**Routing congestion map**

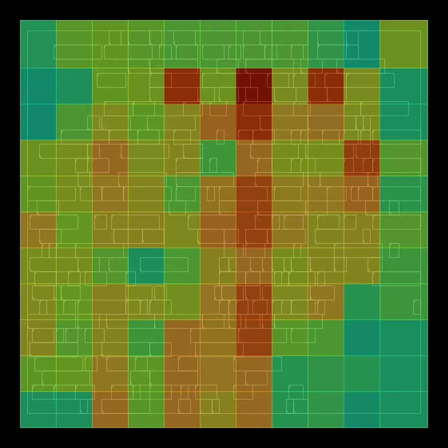
**Register map, names as in the netlist**

The bar under the picture is 20 um long.
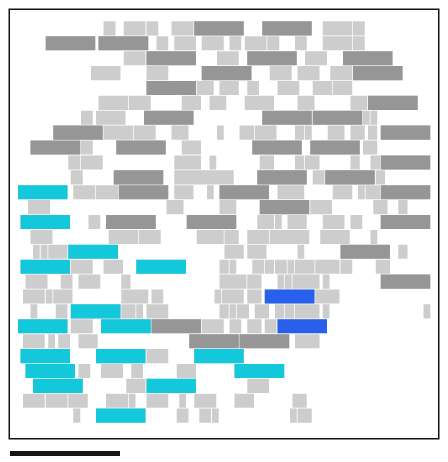
===== src/rtl/mem_access_ctrl.sv =====
// mem_access_ctrl: MEM-stage load/store controller with LDI/STI indirection, alignment and timeout faults
module mem_access_ctrl #(
  parameter int DATA_WIDTH     = 16,
  parameter int ADDR_WIDTH     = 16,
  parameter int TIMEOUT_CYCLES = 0
) (
  input  logic                    clk,
  input  logic                    reset,
  input  logic                    req_valid,
  input  logic                    req_write,
  input  logic                    req_byte,
  input  logic                    req_signed,
  input  logic                    req_indirect,
  input  logic [ADDR_WIDTH-1:0]   req_addr,
  input  logic [DATA_WIDTH-1:0]   req_wdata,
  output logic                    stall,
  output logic                    done,
  output logic [DATA_WIDTH-1:0]   load_data,
  output logic                    fault,
  output logic [1:0]              fault_code,
  output logic                    mem_read,
  output logic                    mem_write,
  output logic [DATA_WIDTH/8-1:0] mem_wmask,
  output logic [ADDR_WIDTH-1:0]   mem_address,
  output logic [DATA_WIDTH-1:0]   mem_wdata,
  input  logic                    mem_resp,
  input  logic [DATA_WIDTH-1:0]   mem_rdata
);
  localparam int LANES = DATA_WIDTH / 8;
  localparam int OW    = $clog2(LANES);
  localparam int CW    = TIMEOUT_CYCLES > 0 ? $clog2(TIMEOUT_CYCLES + 1) : 1;
  typedef enum logic [1:0] {IDLE, PTR_RD, ACCESS, DONE} state_t;
  state_t state, next;
  logic                  r_write, r_byte, r_signed, flt;
  logic [1:0]            code;
  logic [DATA_WIDTH-1:0] r_wdata, result;
  logic [ADDR_WIDTH-1:0] addr;
  logic [CW-1:0]         cnt;
  logic [OW-1:0]         off;
  logic [7:0]            lane_byte;
  logic                  req_mis, ptr_mis, expire;
  assign off       = addr[OW-1:0];
  assign lane_byte = mem_rdata[{off, 3'b000} +: 8];
  assign req_mis   = (!req_byte || req_indirect) && req_addr[OW-1:0] != '0;
  assign ptr_mis   = !r_byte && mem_rdata[OW-1:0] != '0;
  // a response in the expiry cycle suppresses the timeout
  assign expire    = TIMEOUT_CYCLES > 0 && !mem_resp && cnt == CW'(TIMEOUT_CYCLES - 1);
  // state register
  always_ff @(posedge clk or posedge reset)
    if (reset) state <= IDLE;
    else       state <= next;
  // next-state logic; DONE always returns to IDLE so a held request is not re-accepted
  always_comb begin
    next = state;
    case (state)
      IDLE:    next = !req_valid ? IDLE : req_mis ? DONE : req_indirect ? PTR_RD : ACCESS;
      PTR_RD:  next = mem_resp ? (ptr_mis ? DONE : ACCESS) : expire ? DONE : PTR_RD;
      ACCESS:  next = (mem_resp || expire) ? DONE : ACCESS;
      default: next = IDLE;
    endcase
  end
  // request latch, effective address, timeout counter and result capture
  always_ff @(posedge clk or posedge reset)
    if (reset) begin
      r_write  <= 1'b0;
      r_byte   <= 1'b0;
      r_signed <= 1'b0;
      r_wdata  <= '0;
      addr     <= '0;
      cnt      <= '0;
      result   <= '0;
      flt      <= 1'b0;
      code     <= 2'b00;
    end else begin
      case (state)
        IDLE: if (req_valid) begin
          r_write  <= req_write;
          r_byte   <= req_byte;
          r_signed <= req_signed;
          r_wdata  <= req_wdata;
          addr     <= req_addr;
          cnt      <= '0;
          result   <= '0;
          flt      <= req_mis;
          code     <= req_mis ? 2'b01 : 2'b00;
        end
        PTR_RD: if (mem_resp) begin
          addr <= mem_rdata[ADDR_WIDTH-1:0];
          cnt  <= '0;
          flt  <= ptr_mis;
          code <= ptr_mis ? 2'b01 : 2'b00;
        end else if (expire) begin
          flt  <= 1'b1;
          code <= 2'b10;
        end else cnt <= cnt + 1'b1;
        ACCESS: if (mem_resp) begin
          result <= r_write ? '0 :
                    r_byte  ? {{(DATA_WIDTH-8){r_signed & lane_byte[7]}}, lane_byte} : mem_rdata;
        end else if (expire) begin
          flt  <= 1'b1;
          code <= 2'b10;
        end else cnt <= cnt + 1'b1;
        default: ;
      endcase
    end
  // outputs: strobes only in PTR_RD/ACCESS, everything quiet while reset is held
  always_comb begin
    mem_read    = state == PTR_RD || (state == ACCESS && !r_write);
    mem_write   = state == ACCESS && r_write;
    mem_wmask   = mem_write ? (r_byte ? LANES'(1) << off : '1) : '0;
    mem_address = (state == PTR_RD || state == ACCESS) ? addr : '0;
    mem_wdata   = mem_write ? (r_byte ? {LANES{r_wdata[7:0]}} : r_wdata) : '0;
    done        = state == DONE;
    stall       = req_valid && state != DONE && !reset;
    fault       = flt;
    fault_code  = code;
    load_data   = result;
  end
endmodule


===== config.mk =====
export PLATFORM = sky130hd
export DESIGN_NAME = mem_access_ctrl
export DESIGN_NICKNAME = d
export VERILOG_FILES = /design/src/rtl/mem_access_ctrl.sv
export SDC_FILE = /design/constraint.sdc
export NUM_CORES = 1
export LEC_CHECK = 0
export CORE_UTILIZATION = 50
export CTS_CLUSTER_DIAMETER = 30
export DETAILED_ROUTE_END_ITERATION = 8
export DONT_BUFFER_PORTS = 1
export PLACE_DENSITY = 0.71
export SYNTH_ARGS = -nofsm -noshare
export SYNTH_HDL_FRONTEND = slang
export SYNTH_SLANG_ARGS = --single-unit

===== constraint.sdc =====
create_clock -name clk -period 4.81 [get_ports clk]
set_input_delay 0.481 -clock clk [delete_from_list [all_inputs] [get_ports clk]]
set_output_delay 0.481 -clock clk [all_outputs]
set_load 0.01 [all_outputs]

==> ci_impl_report.md <==
### Flow metrics

| Metric | Value |
|---|---|
| Via count | 1,813 |
| Detail Route met3 WL | 545 um |
| Required time reported for the critical path endpoint | around 5000 ps |
| Unrepaired setup endpoints after global routing | no |
| Final hold violations | 0 |
| Worst-path fanout max | 23 |
| Fill cell total of the finished layout | 505 |
| CTS sink count | 54 |
| Clock latency on the worst-skew pair | 300 ps |
| Final critical delay including setup and external delays | slightly below 3000 ps |
| Row count | 27 |
| Place WS | approximately 1800 ps |
| Clock tree from TritonCTS | done |
| Placeable Area | 5540 um2 |
| Setup crit end kind | flop |
| Fraction of area in non-clock buffers | less than 1% |
| CTS Buffer Depth | 2 |
| Met1 track utilization from global routing | roughly 29% |
| Root Driver | sky130_fd_sc_hd__clkbuf_8 |
| Clock-cell share of area | under 10% |
| Crit path largest cell delay | 900 ps |
| Share of final-layout standard cells stronger than drive strength 1 | 27.2% |
| Y dimension of the die | a little under 80 um |
| Number of synthesized flops with an enable pin | 0 |
| Layout Area Growth over Synthesis | 3.15% |
| Multi-input gate area in the final layout | approximately 1400 um2 |
| Fraction of the core area occupied by cells at floorplan | a little over half |
| Multi-input logic portion of the cell area | a little under half |
| Worst rel slew slack | between 20% and 30% |
| DRC violation total after the first TritonRoute iteration | approximately 130 |
| R2r endpoint | addr[11] |
| Cell count of the worst reg-to-reg path | 5 |
| Tightest Pin Transition | about 1100 ps |
| Share of Yosys cell area claimed by the top area cell type | a little under half |
| CP arrival | 3160 ps |
| Average wire length per cell after detail routing | 20.3 um |
| Launch point of the critical path | state[1] |
| Total power per unit cell area | around 740 nW/um2 |
| Total of warnings raised by yosys | 0 |
| Met3 Track Usage GR | 8.37% |
| Number of I/O pins | around 110 |
| Uppermost metal layer occupied by signal nets | met4 |
| Simple-gate portion of the synthesized area | under 10% |
| Post-synth seq share | a little under half |
| Clock buffer instance count of the final layout | 5 |
| Critical path depth in cells | 5 |
| Worst-case vdd ir drop | 0.000271 V |
| First-pass detailed-route iteration total | 4 |
| Final setup violating endpoints | 0 |
| Run status | finished, final reports clean |
| Top post-synthesis cells by area | sky130_fd_sc_hd__dfrtp_1, sky130_fd_sc_hd__mux2_2, sky130_fd_sc_hd__mux2i_1 |
| Via-per-instance ratio | slightly below 6 |
| Initial antenna violation count | 0 |
| Leading cell category by total area | multi-input combinational cells |
| Antenna cell count | 0 |
| Remaining global-route overflow | 0 |
| Mean instance size in the synthesized netlist | about 12 um2 |
| Yosys xor share | 0% |
| Remaining routing DRC violations | 0 |
| Multiplexer share | roughly 28% |
| Worst path buffer plus inverter count | 1 |
Notes on 'routing congestion map' above:
share of the core filled with cells in the final layout: 54.0%
met2 demand-to-capacity share in global routing: 31.7%
total routing resource utilization after global routing: 21.4%
grt peak-use layer: met2

Notes on 'register map, names as in the netlist' above:
legend:
  `r_wdata`:
    color: cyan
    flops: 16
    where: bottom left
  `state`:
    color: blue
    flops: 2
not colored: 36
total sequential power: 0.896 mW
sequential share of cell area: 45.2%
Sequential Area: 1350 um2

-- power breakdown --
| group | leakage [nW] | internal [mW] | switching [mW] |
|---|---|---|---|
| sequential | 0.665 | 0.679 | 0.217 |
| clock | 0.0585 | 0.156 | 0.156 |
| combinational | 0.658 | 0.497 | 0.519 |
| total | 1.38 | 1.33 | 0.891 |
-- sequential cells by signal, summed over array words and instances, names as in the netlist --
signal	count
state	2
r_wdata	16
addr	16
r_byte	1
fault_code	1
r_write	1
r_signed	1
load_data	16
-- layout by cell type, fill, tap and decap left out, types with 2 or more instances in the layout --
| cell | instances |
|---|---|
| sky130_fd_sc_hd__mux2i_1 | 19 |
| sky130_fd_sc_hd__and2_1 | 16 |
| sky130_fd_sc_hd__and3_1 | 8 |
| sky130_fd_sc_hd__clkbuf_8 | 5 |
| sky130_fd_sc_hd__a21oi_1 | 4 |
| sky130_fd_sc_hd__o21ai_0 | 9 |
| sky130_fd_sc_hd__o31ai_1 | 9 |
| sky130_fd_sc_hd__a21o_1 | 2 |
| sky130_fd_sc_hd__inv_1 | 7 |
| sky130_fd_sc_hd__nand2_1 | 4 |
| sky130_fd_sc_hd__o2bb2ai_1 | 8 |
| sky130_fd_sc_hd__dfrtp_1 | 54 |
| sky130_fd_sc_hd__nor2_1 | 17 |
| sky130_fd_sc_hd__mux2_4 | 9 |
| sky130_fd_sc_hd__nor2b_1 | 3 |
| sky130_fd_sc_hd__ha_1 | 4 |
| sky130_fd_sc_hd__mux2_2 | 42 |
-- metrics by stage --
stage                     total power, mW  cell area [um2]  util [%]  instances  hold slack (ps)
after global routing                 2.38             2990      54.0        307              281
after CTS                            2.24             2990      54.0        307              265
after floorplan                      1.77             2900         -        244              473
final                                2.22             2990      54.0        307              234
after detailed placement             1.93             2880      52.0        299              488
after global placement               1.90             2880      52.0        299              485
No activity file was given, so power comes from the tool's default toggle rates.
